===== config.mk =====
export PLATFORM = sky130hd
export DESIGN_NAME = sorted_vec_serializer
export DESIGN_NICKNAME = d
export VERILOG_FILES = /design/src/rtl/sorted_vec_serializer.sv
export SDC_FILE = /design/constraint.sdc
export NUM_CORES = 1
export LEC_CHECK = 0
export CELL_PAD_IN_SITES_DETAIL_PLACEMENT = 1
export CELL_PAD_IN_SITES_GLOBAL_PLACEMENT = 2
export CORE_MARGIN = 4
export CORE_UTILIZATION = 33
export CTS_CLUSTER_DIAMETER = 120
export CTS_CLUSTER_SIZE = 24
export DETAILED_ROUTE_END_ITERATION = 8
export PLACE_DENSITY_LB_ADDON = 0.12
export SYNTH_ARGS = -nofsm -noshare
export SYNTH_HDL_FRONTEND = slang
export SYNTH_SLANG_ARGS = --single-unit

===== constraint.sdc =====
create_clock -name clk -period 3.6 [get_ports clk]
set_input_delay 0.36 -clock clk [delete_from_list [all_inputs] [get_ports clk]]
set_output_delay 0.36 -clock clk [all_outputs]
set_load 0.01 [all_outputs]

===== src/rtl/sorted_vec_serializer.sv =====
// Turns one packed sorted vector into a valid/ready element stream, index 0 first.
// Define SORT_CHECK_EN to add the monotonic-order checker (sort_err pulse, err_cnt).
module sorted_vec_serializer #(
  parameter int DATA_W    = 8,
  parameter int DATA_N    = 7,
  parameter int ORDER_ASC = 1,
  localparam int IW       = (DATA_N > 1) ? $clog2(DATA_N) : 1
) (
  input  logic                     clk,
  input  logic                     rst_n,
  input  logic                     vec_valid,
  output logic                     vec_ready,
  input  logic [DATA_N*DATA_W-1:0] vec_data,
  output logic                     out_valid,
  input  logic                     out_ready,
  output logic [DATA_W-1:0]        out_data,
  output logic [IW-1:0]            out_idx,
  output logic                     out_last,
  output logic                     sort_err,
  output logic [15:0]              err_cnt
);

  typedef enum logic {IDLE, SEND} state_t;

  localparam logic [IW-1:0] LAST_IDX = IW'(DATA_N - 1);

  state_t            state, state_next;
  logic [IW-1:0]     idx, idx_next;
  logic [DATA_W-1:0] vec_buf [DATA_N];
  logic              load;
  logic              fire;

  // Order predicate on unsigned elements; equal values never violate.
  function automatic logic order_viol(input logic [DATA_W-1:0] prev,
                                      input logic [DATA_W-1:0] cur);
    return (ORDER_ASC != 0) ? (prev > cur) : (prev < cur);
  endfunction

  always_ff @(posedge clk or negedge rst_n) begin
    if (!rst_n) begin
      state <= IDLE;
      idx   <= '0;
      for (int i = 0; i < DATA_N; i++) vec_buf[i] <= '0;
    end else begin
      state <= state_next;
      idx   <= idx_next;
      if (load) begin
        for (int i = 0; i < DATA_N; i++) vec_buf[i] <= vec_data[i*DATA_W +: DATA_W];
      end
    end
  end

  // A vector offered during the last beat is taken in the same cycle, so the
  // stream continues without a bubble.
  always_comb begin
    state_next = state;
    idx_next   = idx;
    load       = 1'b0;
    vec_ready  = 1'b0;
    out_valid  = 1'b0;
    out_last   = 1'b0;
    case (state)
      IDLE: begin
        vec_ready = 1'b1;
        if (vec_valid) begin
          load       = 1'b1;
          idx_next   = '0;
          state_next = SEND;
        end
      end
      SEND: begin
        out_valid = 1'b1;
        out_last  = (idx == LAST_IDX);
        if (out_ready) begin
          if (idx == LAST_IDX) begin
            vec_ready = 1'b1;
            idx_next  = '0;
            if (vec_valid) load = 1'b1;
            else           state_next = IDLE;
          end else begin
            idx_next = idx + IW'(1);
          end
        end
      end
      default: state_next = IDLE;
    endcase
  end

  assign fire     = out_valid & out_ready;
  assign out_data = out_valid ? vec_buf[idx] : '0;
  assign out_idx  = idx;

`ifdef SORT_CHECK_EN
  logic [DATA_W-1:0] prev;

  always_ff @(posedge clk or negedge rst_n) begin
    if (!rst_n) begin
      prev     <= '0;
      sort_err <= 1'b0;
      err_cnt  <= '0;
    end else begin
      sort_err <= 1'b0;
      if (fire) begin
        prev <= out_data;
        // idx 0 starts a new vector: no comparison across vectors.
        if ((idx != '0) && order_viol(prev, out_data)) begin
          sort_err <= 1'b1;
          if (err_cnt != 16'hFFFF) err_cnt <= err_cnt + 16'd1;
        end
      end
    end
  end
`else
  assign sort_err = 1'b0;
  assign err_cnt  = '0;
`endif

endmodule


Figure 1. Close-up of the layout.
Window x 65 to 90, y 13 to 38 um. Cells in grey, sequential cells in the stronger grey; small squares are vias.
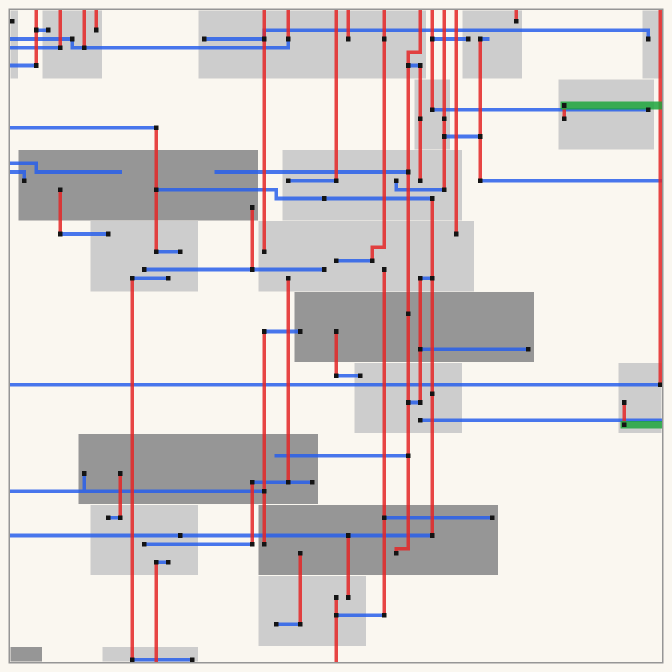
legend:
  M3:
    colour: green
  M2:
    colour: red
  M1:
    colour: blue
sequential cells in the window: 4
netlist names of flops here include: `vec_buf` (4)
most frequent: dfrtp_1 (4), mux2_2 (3)
cells with their middle in the window: 15

Figure 2. Where the registers sit.
Other sequential cells in the stronger grey, the rest of the logic in the fainter grey.
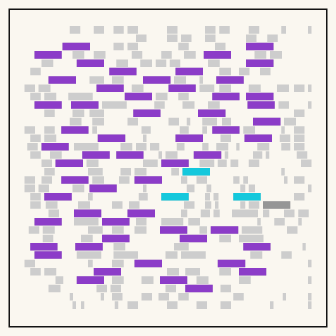
legend:
  `out_idx`:
    colour: cyan
    sequential_cells: 3
  `vec_buf`:
    colour: purple
    sequential_cells: 56
    where: spread over the die
not coloured: 1
reported sequential group power: 1.17 mW
fraction of area in registers: 38.6%
final core occ: 44.4%
Register Area: 1500 um2

==> flow_metrics.tcl <==
# metrics dict for downstream scripts
set metrics [dict create \
    status "finished, final reports clean" \
    layout_top_cell "clkdlybuf4s50_1" \
    power.density_nw_per_um2 770 \
    crit_start "out_idx[0]$_DFFE_PN0P_" \
    cp_max_fo 12 \
    fillers 915 \
    slowest_delay_ns 0.54 \
    nonClkBufAreaFrac_pct 20.1 \
    synth-xor-area-share_pct 0 \
    hold_viol_final 0 \
    p_seq_share_pct 39.2 \
    irDropWorstVdd_uv 328 \
    top_cells_by_area "dfrtp_1 (50%), mux2_1 (15%), mux2_2 (6.0%)" \
    comb_share_pct 32.7 \
    route.met2.wl_mm 3.22 \
    maxPowerGroup "combinational logic" \
    viasPerCell 4.78 \
    cp.required_ns 3.24 \
    final.setup.tns_ns 0 \
    maxSlewViolCount 0 \
    combGateArea_um2 1270 \
    drtAntennaViolNets 0 \
    post-dp-hpwl_mm 4.81 \
    max_cap_viol_count 0 \
    rr_startpoint "out_idx[2]$_DFFE_PN0P_" \
    synthFlopType "dfrtp_1" \
    wl_met1_mm 2.94 \
    yosysUniqueCellTypes 23 \
    port_buffers 73 \
    grt_pass1_wl_mm 10.6 \
    grt_overflow_total 0 \
    top_cell_area_share_pct 50.4 \
    n_tap_cell 108 \
    p_int_mw 2.03 \
    drt_iter0_drc 57 \
    largest-register "vec_buf" \
    cts_buffer_depth 2 \
    rsz0062_at_grt "false" \
    num-nonclk-buffers 79 \
    area_growth_pct 30.5 \
    clk_pin_slew_ns 0.07 \
    clock-skew-final_ns 0.00472 \
    cp.depth 5 \
    slew_headroom_pct 39.7 \
    firstDrtPassIters 4 \
    syn_area_per_cell_um2 14.1 \
    clk_latency_ns 0.33 \
    largest_cell_class "flip-flops and latches" \
    synth_async_sr_flop_share_pct 100 \
    period_used_pct 76.6 \
    synthTopLogicFamily "multiplexers" \
    top_cells_by_count "dfrtp_1 (60), mux2_1 (40), buf_4 (19)" \
    gp_congestion 0.682 \
    grt_pass1_vias 2067 \
    synthesis.area_um2 2980 \
    reg2reg_slack_ns 1.33 \
    grt_max_degree 43 \
    worstPathCellList "buf_4, nand2b_1, o221ai_1, o211a_1, clkdlybuf4s50_1" \
    die_x_um 103 \
    logic_gate_count 128 \
    final.clkbuf_count 11 \
    ys_seq_share_pct 50.4 \
    cts.sinks 60 \
    drive_above_1_share_pct 16.5 \
    grt_antenna_before_repair 0 \
    p_comb_mw 1.30 \
    ys_area_um2 2980 \
    r2r_end "vec_buf[14]$_DFFE_PN0P_" \
    final-clk-cell-share_pct 4.34 \
    switching_share_pct 32.2 \
]
Figure 3. Congestion heat map.
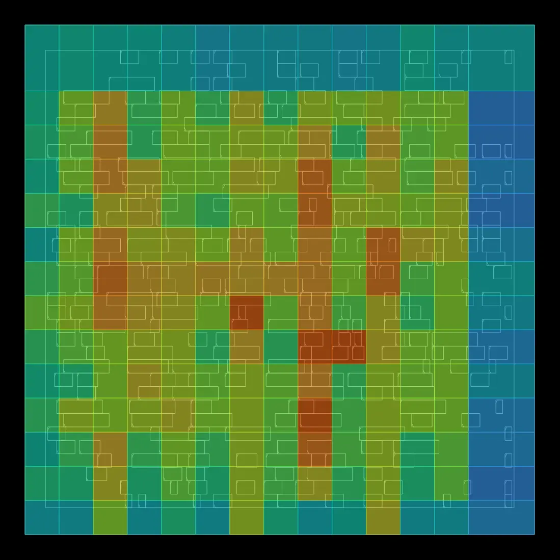
Total GRT Usage: 13.4%
GRT busiest layer: met2
GR met2 Demand/Resource: 20.6%
met3 global-route usage: 3.11%
wire per inst: 16.7 um

Power figures rest on the tool's default switching activity, not on a simulated workload.
